$ cat src/rtl/rpu_pkg.sv
// Shared defaults for the check-node min-finder blocks: widths, degree and
// offset, plus the index-width helper used to size position counters.
package rpu_pkg;

    localparam int RPU_W      = 6;
    localparam int RPU_DEG    = 8;
    localparam int RPU_OFFSET = 1;

    function automatic int idx_width(input int deg);
        if (deg > 1) begin
            return $clog2(deg);
        end else begin
            return 1;
        end
    endfunction

    localparam int RPU_IDXW    = idx_width(RPU_DEG);
    localparam int RPU_MAG_MAX = (2 ** (RPU_W - 1)) - 1;

endpackage

$ cat src/rtl/rpu_min_cmp_update.sv
// Combinational two-minimum tracker step: folds one magnitude into the
// running (min1, min2, idx) triple using strict comparisons.
module rpu_min_cmp_update #(
    parameter int MW   = 5,
    parameter int IDXW = 3
) (
    input  logic [MW-1:0]   min1_i,
    input  logic [MW-1:0]   min2_i,
    input  logic [IDXW-1:0] idx_i,
    input  logic [IDXW-1:0] cnt_i,
    input  logic [MW-1:0]   mag_i,
    output logic [MW-1:0]   min1_o,
    output logic [MW-1:0]   min2_o,
    output logic [IDXW-1:0] idx_o
);

    // Ties with min1 fall through to min2 so idx keeps the earliest position.
    always_comb begin
        min1_o = min1_i;
        min2_o = min2_i;
        idx_o  = idx_i;
        if (mag_i < min1_i) begin
            min2_o = min1_i;
            min1_o = mag_i;
            idx_o  = cnt_i;
        end else if (mag_i < min2_i) begin
            min2_o = mag_i;
        end else begin
            min2_o = min2_i;
        end
    end

endmodule

$ cat src/rtl/rpu_min_finder.sv
// Row-serial min-sum check-node front end: finds min1/min2/idx and sign data
// over DEG messages. Define RPU_MINF_OFFSET_EN for offset min-sum outputs.
module rpu_min_finder
    import rpu_pkg::*;
#(
    parameter int W      = RPU_W,
    parameter int DEG    = RPU_DEG,
    parameter int OFFSET = RPU_OFFSET,
    parameter int IDXW   = idx_width(DEG)
) (
    input  logic            clk,
    input  logic            rst_n,
    input  logic            in_valid,
    output logic            in_ready,
    input  logic            in_sign,
    input  logic [W-2:0]    in_mag,
    output logic            out_valid,
    input  logic            out_ready,
    output logic [W-2:0]    out_min1,
    output logic [W-2:0]    out_min2,
    output logic [IDXW-1:0] out_idx,
    output logic            out_sign_prod,
    output logic [DEG-1:0]  out_signs
);

    localparam logic [W-2:0]    MAG_MAX = {(W-1){1'b1}};
    localparam logic [W-2:0]    OFF_V   = (W-1)'(OFFSET);
    localparam logic [IDXW-1:0] CNT_LAST = IDXW'(DEG - 1);
`ifdef RPU_MINF_OFFSET_EN
    localparam logic OFF_EN = 1'b1;
`else
    localparam logic OFF_EN = 1'b0;
`endif

    function automatic logic [W-2:0] apply_offset(input logic [W-2:0] m);
        if (!OFF_EN) begin
            return m;
        end else if (m > OFF_V) begin
            return m - OFF_V;
        end else begin
            return {(W-1){1'b0}};
        end
    endfunction

    logic [IDXW-1:0] cnt_q, cnt_d;
    logic [W-2:0]    min1_q, min1_d, min2_q, min2_d;
    logic [IDXW-1:0] idx_q, idx_d;
    logic            sign_prod_q, sign_prod_d;
    logic [DEG-1:0]  signs_q, signs_d;

    logic            out_valid_q, out_valid_d;
    logic [W-2:0]    out_min1_q, out_min1_d, out_min2_q, out_min2_d;
    logic [IDXW-1:0] out_idx_q, out_idx_d;
    logic            out_sign_prod_q, out_sign_prod_d;
    logic [DEG-1:0]  out_signs_q, out_signs_d;

    logic [W-2:0]    upd_min1_s, upd_min2_s;
    logic [IDXW-1:0] upd_idx_s;
    logic [DEG-1:0]  upd_signs_s;
    logic            upd_sign_prod_s;
    logic            last_s, accept_s, load_s;

    rpu_min_cmp_update #(
        .MW   (W - 1),
        .IDXW (IDXW)
    ) u_cmp (
        .min1_i (min1_q),
        .min2_i (min2_q),
        .idx_i  (idx_q),
        .cnt_i  (cnt_q),
        .mag_i  (in_mag),
        .min1_o (upd_min1_s),
        .min2_o (upd_min2_s),
        .idx_o  (upd_idx_s)
    );

    assign last_s   = (cnt_q == CNT_LAST);
    // Only the last message of a row must wait for a held result to drain.
    assign in_ready = !(last_s && out_valid_q && !out_ready);
    assign accept_s = in_valid && in_ready;
    assign load_s   = accept_s && last_s;

    // Row values including the message presented this cycle.
    always_comb begin
        upd_signs_s         = signs_q;
        upd_signs_s[cnt_q]  = in_sign;
        upd_sign_prod_s     = sign_prod_q ^ in_sign;
    end

    // Accumulator and position counter next state.
    always_comb begin
        cnt_d       = cnt_q;
        min1_d      = min1_q;
        min2_d      = min2_q;
        idx_d       = idx_q;
        sign_prod_d = sign_prod_q;
        signs_d     = signs_q;
        if (load_s) begin
            cnt_d       = {IDXW{1'b0}};
            min1_d      = MAG_MAX;
            min2_d      = MAG_MAX;
            idx_d       = {IDXW{1'b0}};
            sign_prod_d = 1'b0;
            signs_d     = {DEG{1'b0}};
        end else if (accept_s) begin
            cnt_d       = cnt_q + IDXW'(1);
            min1_d      = upd_min1_s;
            min2_d      = upd_min2_s;
            idx_d       = upd_idx_s;
            sign_prod_d = upd_sign_prod_s;
            signs_d     = upd_signs_s;
        end else begin
            cnt_d       = cnt_q;
        end
    end

    // Result registers: a new row overrides a same-cycle consume.
    always_comb begin
        out_valid_d     = out_valid_q;
        out_min1_d      = out_min1_q;
        out_min2_d      = out_min2_q;
        out_idx_d       = out_idx_q;
        out_sign_prod_d = out_sign_prod_q;
        out_signs_d     = out_signs_q;
        if (load_s) begin
            out_valid_d     = 1'b1;
            out_min1_d      = apply_offset(upd_min1_s);
            out_min2_d      = apply_offset(upd_min2_s);
            out_idx_d       = upd_idx_s;
            out_sign_prod_d = upd_sign_prod_s;
            out_signs_d     = upd_signs_s;
        end else if (out_valid_q && out_ready) begin
            out_valid_d     = 1'b0;
        end else begin
            out_valid_d     = out_valid_q;
        end
    end

    // State registers; reset discards any partial row.
    always_ff @(posedge clk or negedge rst_n) begin
        if (!rst_n) begin
            cnt_q           <= {IDXW{1'b0}};
            min1_q          <= MAG_MAX;
            min2_q          <= MAG_MAX;
            idx_q           <= {IDXW{1'b0}};
            sign_prod_q     <= 1'b0;
            signs_q         <= {DEG{1'b0}};
            out_valid_q     <= 1'b0;
            out_min1_q      <= MAG_MAX;
            out_min2_q      <= MAG_MAX;
            out_idx_q       <= {IDXW{1'b0}};
            out_sign_prod_q <= 1'b0;
            out_signs_q     <= {DEG{1'b0}};
        end else begin
            cnt_q           <= cnt_d;
            min1_q          <= min1_d;
            min2_q          <= min2_d;
            idx_q           <= idx_d;
            sign_prod_q     <= sign_prod_d;
            signs_q         <= signs_d;
            out_valid_q     <= out_valid_d;
            out_min1_q      <= out_min1_d;
            out_min2_q      <= out_min2_d;
            out_idx_q       <= out_idx_d;
            out_sign_prod_q <= out_sign_prod_d;
            out_signs_q     <= out_signs_d;
        end
    end

    assign out_valid     = out_valid_q;
    assign out_min1      = out_min1_q;
    assign out_min2      = out_min2_q;
    assign out_idx       = out_idx_q;
    assign out_sign_prod = out_sign_prod_q;
    assign out_signs     = out_signs_q;

endmodule

$ cat config.mk
export PLATFORM = sky130hd
export DESIGN_NAME = rpu_min_finder
export DESIGN_NICKNAME = d
export VERILOG_FILES = /design/src/rtl/rpu_pkg.sv /design/src/rtl/rpu_min_cmp_update.sv /design/src/rtl/rpu_min_finder.sv
export SDC_FILE = /design/constraint.sdc
export NUM_CORES = 1
export LEC_CHECK = 0
export ABC_AREA = 1
export CORE_UTILIZATION = 51
export CTS_BUF_LIST = sky130_fd_sc_hd__clkbuf_4
export DETAILED_ROUTE_END_ITERATION = 6
export PLACE_DENSITY_LB_ADDON = 0.05
export SYNTH_ARGS = -nofsm -noshare
export SYNTH_HDL_FRONTEND = slang
export SYNTH_HIERARCHICAL = 1
export SYNTH_SLANG_ARGS = --single-unit
$ cat constraint.sdc
create_clock -name clk -period 1.9 [get_ports clk]
set_clock_uncertainty 0.1 [all_clocks]
set_input_delay 0.57 -clock clk [delete_from_list [all_inputs] [get_ports clk]]
set_output_delay 0.57 -clock clk [all_outputs]
set_load 0.02 [all_outputs]
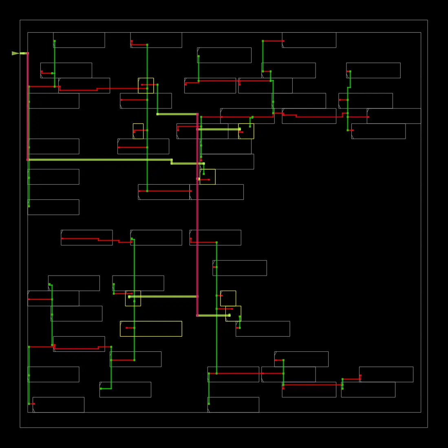
run_1/final_clocks.png
Latency at later pin: 0.36 ns
count of clock tree sinks: 48
clock-net power: 0.597 mW

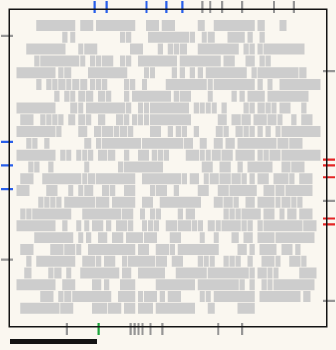
run_1/pins.png
The bar under the picture is 20 um long. Pins as bars across the die edge, other pins in grey.
| colour | port | pins | direction | edge |
|---|---|---|---|---|
| blue | out_signs | 8 | output | 5 north, 3 west |
| red | in_mag | 5 | input | east |
| green | in_sign | 1 | input | south |
all pins by edge: 11 north, 10 south, 8 east, 5 west

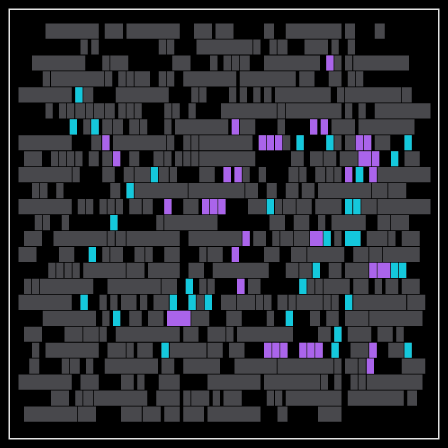
run_1/gate_families.png
| colour | family | cells |
|---|---|---|
| cyan | inverters | 33 |
| purple | NOR gates | 36 |
Comb area share: 38.53%
most common logic cell in the routed design: nand2_1
final non-filler cell total: 468

==> results.sh, run 1 <==
# source this file to load flow results
export IMPL_use_met2_pct=40.50
export IMPL_grt_pass1_wl_mm=9.473
export IMPL_power_frac_clock_pct=10.9
export IMPL_placedCellCount=457
export IMPL_synthesis_yosys_warnings=6
export IMPL_violated_checks="negative setup slack"
export IMPL_uppermost_metal_layer_occupied_by_signal_nets="met4"
export IMPL_synth_flops=48
export IMPL_synthAdderAreaFrac_pct=4.873
export IMPL_post_synthesis_instance_total=335
export IMPL_critical_path_peak_fanout=2
export IMPL_post_synth_ao_oa_area_fraction_pct=4.435
export IMPL_internal_power_mw=3.160
export IMPL_grt_most_used_layer="met2"
export IMPL_design_die_area_um2=5322
export IMPL_finalSetupViolations=15
export IMPL_ant_nets=0
export IMPL_num_antenna_cells=0
export IMPL_area_share_of_xor_xnor_cells_in_the_synthesized_design_pct=0.3411
export IMPL_pwr_density_cell_nw_per_um2=1609
export IMPL_reg2regPathDepth=11
export IMPL_numCtsBuffers=5
export IMPL_core_rowCount=25
export IMPL_yosys_stat_cells=335
export IMPL_floorplan_nets=355
export IMPL_outcome="finished, violations left"
export IMPL_htreeDepth=2
export IMPL_gp_congestion=0.8338
export IMPL_slowest_stage="clkdlybuf4s50_1"
export IMPL_maximum_resistive_drop_on_vdd_mv=0.8613
export IMPL_synth_mux_area_fraction_pct=0
export IMPL_cts_tree="built"
export IMPL_pin_count_of_the_biggest_net_entering_global_routing=22
export IMPL_first_global_vias=2184
export IMPL_synth_simple_area_share_pct=34.60
export IMPL_timing_critical_path_to_type="primary output"
export IMPL_worst_slack_ns=-0.09960
export IMPL_wl_met2_mm=2.988
export IMPL_wire_per_inst_um=12.37
## run 1: final cells by class
type / instances / area (um^2)
clock buffers: 5 / 37.54
repair buffers: 69 / 584.3
fillers: 394 / 1366
clock inverters: 3 / 42.54
multi-input cells: 243 / 1318
flip-flops and latches: 48 / 1226
well taps: 67 / 83.83
inverters: 33 / 127.6
## run 1: how the worst min path moves through the flow
stage	from	slack (ns)	depth (start not counted)	to
5_1_grt	rst_n	0.27	1	min1_q[4]
2_1_floorplan	rst_n	0.17	0	cnt_q[0]
6_report	rst_n	0.25	1	min1_q[4]
3_5_place_dp	out_min2[4]	0.36	2	out_min2[4]
4_1_cts	rst_n	0.27	1	min1_q[0]
3_3_place_gp	out_min2[2]	0.35	2	out_min2[2]
## run 1: power groups by stage
stage,Combinational [mW],Clock [mW],Sequential (mW)
floorplan,1.41,0,2.13
global placement,2.62,0,1.87
detailed placement,2.66,0,1.88
CTS,2.83,0.618,1.87
global route,3.37,0.650,1.93
finish,3.03,0.597,1.87
## run 1: cell usage after synthesis (all sizes together)
cell    count  share of area, %
nor2       36               5.7
xnor2       1              0.34
nand3      23               5.6
ha         10               4.9
a21oi       2              0.54
nand2     146                21
nand4       8               1.9
dfrtp      28                27
clkinv      1              0.15
buf        10               3.0
clkbuf      1              0.15
dfstp      20                20
o21ai      17               3.9
inv        32               4.7
## run 1: placed cells by master (no fill, tap or decap), types with 6 or more instances in the layout
cell type and count:
buf_4 30, nand3_1 19, dfrtp_1 28, inv_1 20, dlygate4sd2_1 17, o21ai_2 10, nor2_1 32, nand2_2 18
ha_4 6, inv_2 12, clkbuf_2 7, dfstp_2 20, nand2_1 128, nand4_1 8
--- run 2 (diff from run 1) ---
Settings changed: SYNTH_HIERARCHICAL 1 to default.
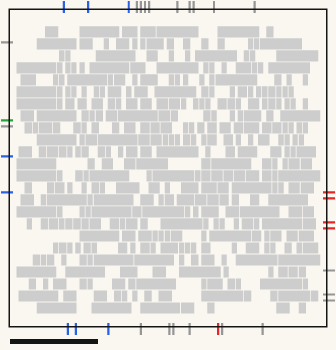
run_2/pins.png
The bar under the picture is 20 um long. Pins as bars across the die edge, other pins in grey.
| colour | port | pins | direction | edge |
|---|---|---|---|---|
| blue | out_signs | 8 | output | 3 north, 3 south, 2 west |
| red | in_mag | 5 | input | 4 east, 1 south |
| green | in_sign | 1 | input | west |
die span in y: 71.61 um
Die Width: 71.61 um
count of buffers from port buffering: 33

==> results.sh, run 2 <==
# source this file to load flow results
export IMPL_grt_pass1_wl_mm=9.004
export IMPL_pin_count_of_the_biggest_net_entering_global_routing=49
export IMPL_finalSetupViolations=1
export IMPL_num_antenna_cells=0
export IMPL_htreeDepth=2
export IMPL_critical_path_peak_fanout=2
export IMPL_gp_congestion=0.8273
export IMPL_yosys_area_top_type="dfrtp_1"
export IMPL_placedCellCount=421
export IMPL_comb_power_mw=2.87
export IMPL_p_clk_mw=0.452
export IMPL_yosys_cell_count_top_type="nand2_1"
export IMPL_cts_sink_count=48
export IMPL_final_layout_top_logic_cell="nand2_1"
export IMPL_reg2regPathDepth=10
export IMPL_nFillCells=362
export IMPL_floorplan_nets=330
export IMPL_numCtsBuffers=5
export IMPL_worst_slack_ns=-0.07419
export IMPL_pwr_density_cell_nw_per_um2=1558
export IMPL_post_synth_main_area_contributors="dfrtp_1 (28%), dfstp_2 (21%), nand2_1 (18%), inv_1 (6.4%), ha_1 (5.1%)"
export IMPL_power_frac_clock_pct=8.8
export IMPL_violated_checks="negative setup slack"
export IMPL_yosys_stat_cells=310
export IMPL_clk_insertion_delay_late_ns=0.37
export IMPL_synthesis_yosys_warnings=0
export IMPL_internal_power_mw=2.937
export IMPL_ant_nets=0
export IMPL_outcome="finished, violations left"
export IMPL_synth_flops=48
==> run 2: cell types whose count changed after synthesis, moves of 3 or more <==
cell / previous run / this run
inv_1: 29 / 42
o21ai_2: 4 / 0
o21ai_0: 11 / 24
o22ai_1: 0 / 5
buf_2: 5 / 2
o21ai_1: 2 / 11
nor2_1: 34 / 3
nand2_1: 145 / 116
==> run 2: routing by layer <==
layer | up-vias | GRT usage (%) | wire [um]
met4 | 0 | 5.664 | 51
li1 | 1134 | - | -
met1 | 1043 | 26.59 | 2468
met5 | - | 0 | 0
met3 | 5 | 4.219 | 129
met2 | 27 | 41.40 | 3077
==> run 2: worst max path at each step <==
| stage | cells after the start | startpoint | to |
|---|---|---|---|
| after floorplan | 10 | cnt_q[0] | out_signs[4] |
| after global placement | 4 | out_ready | in_ready |
| after detailed placement | 4 | out_ready | in_ready |
| after CTS | 4 | cnt_q[0] | in_ready |
| after global routing | 4 | cnt_q[1] | in_ready |
| final | 4 | cnt_q[1] | in_ready |
==> run 2: cells by family (layout without fill, tap and decap cells) <==
| logic type | Yosys count | after routing | share of synthesized area (%) |
|---|---|---|---|
| AOI/OAI and AO/OA | 47 | 47 | 10.18 |
| xor gates and xnor gates | 1 | 1 | 0.3545 |
| adders and majority gates | 10 | 10 | 5.063 |
| buffers and inverters | 53 | 125 | 9.215 |
| DFF | 48 | 48 | 49.62 |
| and+or+nand+nor | 151 | 151 | 25.57 |
==> run 2: layout make-up <==
class                   instances  area [um^2]  share of cell area [%]
flip-flops and latches         48         1226                   37.07
multi-input cells             209         1196                   36.16
repair buffers                 73        604.3                   18.27
well taps                      52        65.06                   1.967
clock buffers                   5        37.54                   1.135
clock inverters                 3        13.76                  0.4160
inverters                      44        165.2                   4.992
Power figures rest on the tool's default switching activity, not on a simulated workload.
